===== src/rtl/tacho_pkg.sv =====
// rtl/tacho_pkg.sv - shared field positions, state encoding and defaults for the tacho period meter
package tacho_pkg;

  localparam int VALID_BIT = 31;
  localparam int STALL_BIT = 30;
  localparam int CNT_MSB   = 29;
  localparam int CNT_LSB   = 24;
  localparam int PER_MSB   = 23;

  localparam int          DEF_PERIOD_WIDTH = 24;
  localparam logic [23:0] DEF_TIMEOUT      = 24'hFFFFFF;
  localparam int          DEF_MIN_PERIOD   = 16;

  typedef enum logic [1:0] {
    WAIT_FIRST = 2'd0,
    MEASURE    = 2'd1,
    STALLED    = 2'd2
  } tacho_state_t;

endpackage


===== src/rtl/tacho_input_sync.sv =====
// rtl/tacho_input_sync.sv - 3-flop synchroniser with rising-edge pulse, reset to ones
module tacho_input_sync (
  input  logic clk,
  input  logic reset,
  input  logic din,
  output logic rise
);

  logic [2:0] sync;

  // Reset to ones so an input that is already high after reset gives no edge.
  always_ff @(posedge clk) begin
    if (reset) begin
      sync <= 3'b111;
    end else begin
      sync <= {sync[1:0], din};
    end
  end

  assign rise = sync[1] & ~sync[2];

endmodule


===== src/rtl/tacho_period_meter.sv =====
// rtl/tacho_period_meter.sv - tachometer period meter with glitch reject, stall detect and atomic status word
module tacho_period_meter
  import tacho_pkg::*;
#(
  parameter int                      PERIOD_WIDTH = DEF_PERIOD_WIDTH,
  parameter logic [PERIOD_WIDTH-1:0] TIMEOUT      = DEF_TIMEOUT,
  parameter int                      MIN_PERIOD   = DEF_MIN_PERIOD
) (
  input  logic        clk,
  input  logic        reset,
  input  logic        tacho,
  output logic [31:0] data,
  output logic        update
);

  localparam logic [PERIOD_WIDTH-1:0] MIN_COUNT = PERIOD_WIDTH'(MIN_PERIOD);
  localparam logic [PERIOD_WIDTH-1:0] ONE       = PERIOD_WIDTH'(1);

  tacho_state_t                 state, state_next;
  logic [PERIOD_WIDTH-1:0]      counter, counter_next;
  logic [31:0]                  data_next;
  logic                         update_next;
  logic                         rise;
  logic [CNT_MSB-CNT_LSB:0]     cnt_inc;
  logic                         at_timeout;
  logic                         long_enough;

  tacho_input_sync u_sync (
    .clk   (clk),
    .reset (reset),
    .din   (tacho),
    .rise  (rise)
  );

  assign cnt_inc     = data[CNT_MSB:CNT_LSB] + 1'b1;
  assign at_timeout  = (counter == TIMEOUT);
  assign long_enough = (counter >= MIN_COUNT);

  // Every branch that changes data also raises update, so the word is only ever
  // replaced whole in one register load.
  always_comb begin
    state_next   = state;
    counter_next = at_timeout ? counter : counter + 1'b1;
    data_next    = data;
    update_next  = 1'b0;
    case (state)
      WAIT_FIRST: begin
        if (rise) begin
          state_next                    = MEASURE;
          counter_next                  = ONE;
          data_next[CNT_MSB:CNT_LSB]    = cnt_inc;
          update_next                   = 1'b1;
        end else if (at_timeout) begin
          state_next                    = STALLED;
          data_next[VALID_BIT]          = 1'b0;
          data_next[STALL_BIT]          = 1'b1;
          data_next[PER_MSB:0]          = '1;
          update_next                   = 1'b1;
        end
      end
      MEASURE: begin
        // An edge at the timeout count wins over the stall.
        if (rise && long_enough) begin
          counter_next                  = ONE;
          data_next[VALID_BIT]          = 1'b1;
          data_next[STALL_BIT]          = 1'b0;
          data_next[CNT_MSB:CNT_LSB]    = cnt_inc;
          data_next[PER_MSB:0]          = counter;
          update_next                   = 1'b1;
        end else if (at_timeout) begin
          state_next                    = STALLED;
          data_next[VALID_BIT]          = 1'b0;
          data_next[STALL_BIT]          = 1'b1;
          data_next[PER_MSB:0]          = '1;
          update_next                   = 1'b1;
        end
      end
      STALLED: begin
        if (rise) begin
          state_next                    = MEASURE;
          counter_next                  = ONE;
          data_next[STALL_BIT]          = 1'b0;
          data_next[CNT_MSB:CNT_LSB]    = cnt_inc;
          update_next                   = 1'b1;
        end
      end
      default: begin
        state_next = WAIT_FIRST;
      end
    endcase
  end

  always_ff @(posedge clk) begin
    if (reset) begin
      state   <= WAIT_FIRST;
      counter <= '0;
      data    <= 32'h0;
      update  <= 1'b0;
    end else begin
      state   <= state_next;
      counter <= counter_next;
      data    <= data_next;
      update  <= update_next;
    end
  end

endmodule


===== config.mk =====
export PLATFORM = sky130hd
export DESIGN_NAME = tacho_period_meter
export DESIGN_NICKNAME = d
export VERILOG_FILES = /design/src/rtl/tacho_pkg.sv /design/src/rtl/tacho_input_sync.sv /design/src/rtl/tacho_period_meter.sv
export SDC_FILE = /design/constraint.sdc
export NUM_CORES = 1
export LEC_CHECK = 0
export CAP_MARGIN = 20
export CORE_MARGIN = 2
export CORE_UTILIZATION = 35
export CTS_BUF_LIST = sky130_fd_sc_hd__clkbuf_4
export DETAILED_ROUTE_END_ITERATION = 16
export PLACE_DENSITY_LB_ADDON = 0.2
export SLEW_MARGIN = 5
export SYNTH_ARGS = -nofsm -noshare
export SYNTH_HDL_FRONTEND = slang
export SYNTH_HIERARCHICAL = 1
export SYNTH_SLANG_ARGS = --single-unit

===== constraint.sdc =====
create_clock -name clk -period 2.3 [get_ports clk]
set_input_delay 0.23 -clock clk [delete_from_list [all_inputs] [get_ports clk]]
set_output_delay 0.23 -clock clk [all_outputs]
set_load 0.05 [all_outputs]

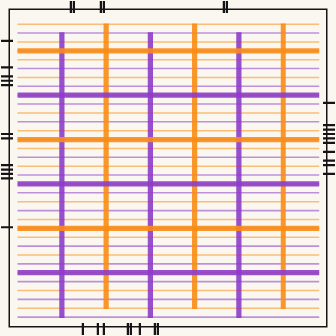
**Above:** supply network.
Pins as bars on the die edge.
purple -> VSS
orange -> VDD
rows = 33
signal pins = 36
met4 straps = 6
met1 rails = 34
peak supply drop: 0.3742 mV
Placeable Area: 8299 um^2
die width: 96.82 um
chip height: 96.82 um

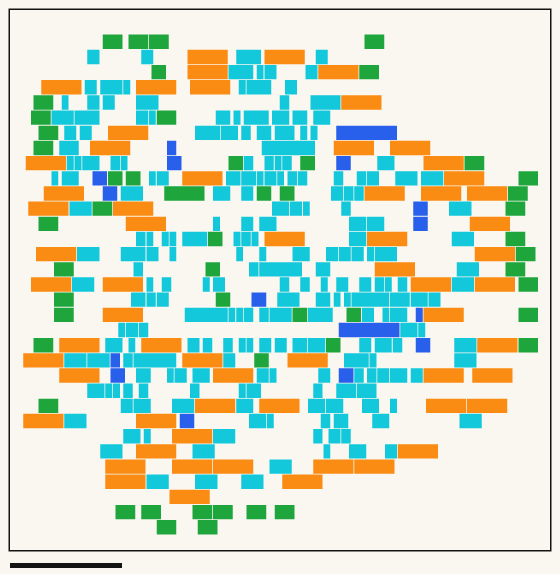
**Above:** cell classes on the final placement.
Scale bar: 20 um.
orange -> flops  # cells 62, share of their area 35%
green -> other buffers and delay cells  # cells 50, share of their area 13%
cyan -> combinational and other logic  # cells 227, share of their area 47%
blue -> clock drivers and dummy loads  # cells 16, share of their area 4.4%
final design instance area without fill: 3659 um^2
fin util: 44.08%
Seq/total area: 33.93%
row count: 33

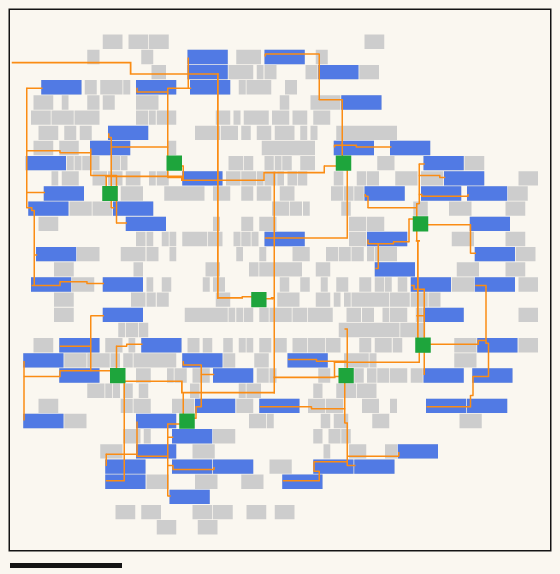
**Above:** clock wires, drivers and flops.
Scale bar: 20 um.
green -> clock drivers  # count 9
orange -> clock wires  # length 849 um
blue -> flip-flops  # count 62
flops lie = all over the die
routed clock nets = 10

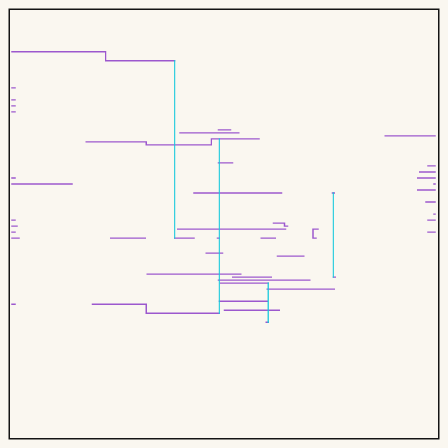
**Above:** wiring by layer.
Two of the layers only.
cyan -> metal 4  # wire length 107 um
purple -> metal 3  # wire length 360 um
vias after detailed routing: 2475
DRT Wirelength: 7353 um
wire per inst: 15.98 um

==> flow_summary.yaml <==
# physical design summary
finish:
  fillers: 795
  comb_area_um2: 1617
  final_nets: 360
  drive_gt1_share_pct: 23.10
  mostFrequentLayoutCell: "dfxtp_1"
  num_antenna_cells: 0
worst_hold_path:
  min-delay-start: "tacho"
  hold_path_class: "input port to flop"
  min_to: "u_sync/sync[0]$_SDFF_PP1_"
  min_path_cells: 2
synth:
  synthAdderAreaFrac_pct: 2.905
  postSynthSeqShare_pct: 41.16
  edf_count: 0
  synthFlopType: "dfxtp_1"
  ys_sh_simple_pct: 21.87
  fp_nets: 318
  synth_async_sr_flop_share_pct: 0
  yosys.area_share.xor_xnor_pct: 3.485
  ys_ff: 62
  syn_area_per_cell_um2: 9.790
  ys_types: 56
  syn_inst: 308
  logic_family: "AND-OR/OR-AND gates"
sta:
  max_freq_mhz: 480.9
  post-route-min-period_ps: 2079
  hold_slack_ps: 373.3
  post-route-period-util_pct: 90.40
  fin_skew_ps: 8.915
  worst_slack_ps: 220.7
  rsz0062_at_grt: "no"
  hold_viol_final: 0
setup_path:
  reg2reg_from: "state[0]$_SDFFE_PP0P_"
  regToRegEndpoint: "counter[23]$_SDFF_PP0_"
  reg2reg_setup_slack_ps: 220
  critPathKind: "flop to flop"
  arrival_ps: 2390
  end_kind: "flop"
  cp.required_ps: 2610
die:
  pin_count: 36
  dieArea_um2: 9374
cts:
  cts_tree: "yes"
  cts-root-buf: "clkbuf_4"
  clockBufferDepth: 2
status:
  status: "finished clean"
global_route:
  grt_start_max_net_pins: 26
  grt_first_pass_wirelength_um: 12430
job:
  tool_warnings: 31
detailed_routing:
  drcViolationCount: 0
  drt_iter0_drc: 198
place:
  post-place-ws_ps: 129.5
==> report_power, final <==
| group | leakage, nW | total (mW) | switching, mW | internal [mW] |
|---|---|---|---|---|
| logic | 0.689 | 0.105 | 0.0654 | 0.0400 |
| clock network | 0.0883 | 0.852 | 0.394 | 0.459 |
| registers | 0.501 | 1.10 | 0.0127 | 1.08 |
| total | 1.28 | 2.05 | 0.472 | 1.58 |
==> logic make-up after synthesis <==
logic type / after synthesis
simple gates: 113
compound gates: 80
flops: 62
buf+inv: 29
xor+xnor: 12
fa+ha+maj: 7
mux: 5
==> flip-flops by register name (all words and copies together), names as in the netlist <==
signal       flops
update           1
counter         24
state            2
data            32
u_sync/sync      3
==> what timing repair did <==
action | 4_1_cts | 5_1_grt
hold buffers | 0 | 0
resized | 0 | 3
endpoints found under the setup margin | 0 | 50
buffers inserted | 0 | 2
==> critical path, cell delays in order (launching register included) <==
cell,delay (ps)
dfxtp_1,390
inv_1,80
ha_1,290
nor3_2,230
nor2_1,90
a311oi_4,270
buf_4,200
or2_1,150
buf_12,190
nor2_1,70
==> how the worst max path moves through the flow <==
stage | end | cells after the start | slack (ps)
floorplan | counter[17]$_SDFF_PP0_ | 10 | 380
global placement | counter[2]$_SDFF_PP0_ | 8 | 160
detailed placement | counter[14]$_SDFF_PP0_ | 8 | 130
CTS | counter[23]$_SDFF_PP0_ | 8 | 120
global route | counter[23]$_SDFF_PP0_ | 9 | 70
finish | counter[23]$_SDFF_PP0_ | 9 | 220
==> routing by layer <==
metal	GRT usage (%)	routed length, um
met3	4.769	359
met2	25.32	3293
met1	21.99	3592
met5	0	0
met4	6.067	107
==> cell usage after synthesis (2+ instances only) <==
master,n,area [um^2]
nand3b_1,2,15.01
a211oi_1,3,22.52
and4_1,2,17.52
nor4_1,6,37.54
mux2_2,3,33.78
o31ai_1,2,15.01
buf_6,6,67.56
buf_2,7,35.03
nor2_1,26,97.59
nand3_1,12,60.06
dfxtp_1,62,1241
a21oi_1,11,55.05
o221a_2,23,259.0
and3_1,2,12.51
mux2i_1,2,20.02
o21ai_0,15,75.07
nand4_1,12,75.07
inv_1,10,37.54
o2111ai_1,2,17.52
ha_1,7,87.58
nand2_1,15,56.30
a21oi_2,8,70.07
or3_1,7,43.79
nor3_1,2,10.01
xnor2_1,8,70.07
clkbuf_1,4,15.01
a2111oi_1,2,20.02
and2_1,2,12.51
nor2b_1,7,43.79
or2_1,5,31.28
xor2_1,4,35.03
nor2_2,3,18.77
a211o_1,2,17.52
nand4b_1,2,17.52
==> per-stage QoR <==
step	instance area (um^2)	utilization (%)	instances
2_1_floorplan	3015	-	308
3_3_place_gp	3471	41.82	442
3_5_place_dp	3471	41.82	442
4_1_cts	3627	43.71	458
5_1_grt	3659	44.08	460
6_report	3659	44.08	460
==> cell type report <==
type	count	area share (%)
multi-input cells	217	44.19
flip-flops and latches	62	33.93
repair buffers	50	13.00
well taps	105	3.591
clock buffers	11	2.257
clock inverters	5	2.018
inverters	10	1.026
No activity file was given, so power comes from the tool's default toggle rates.
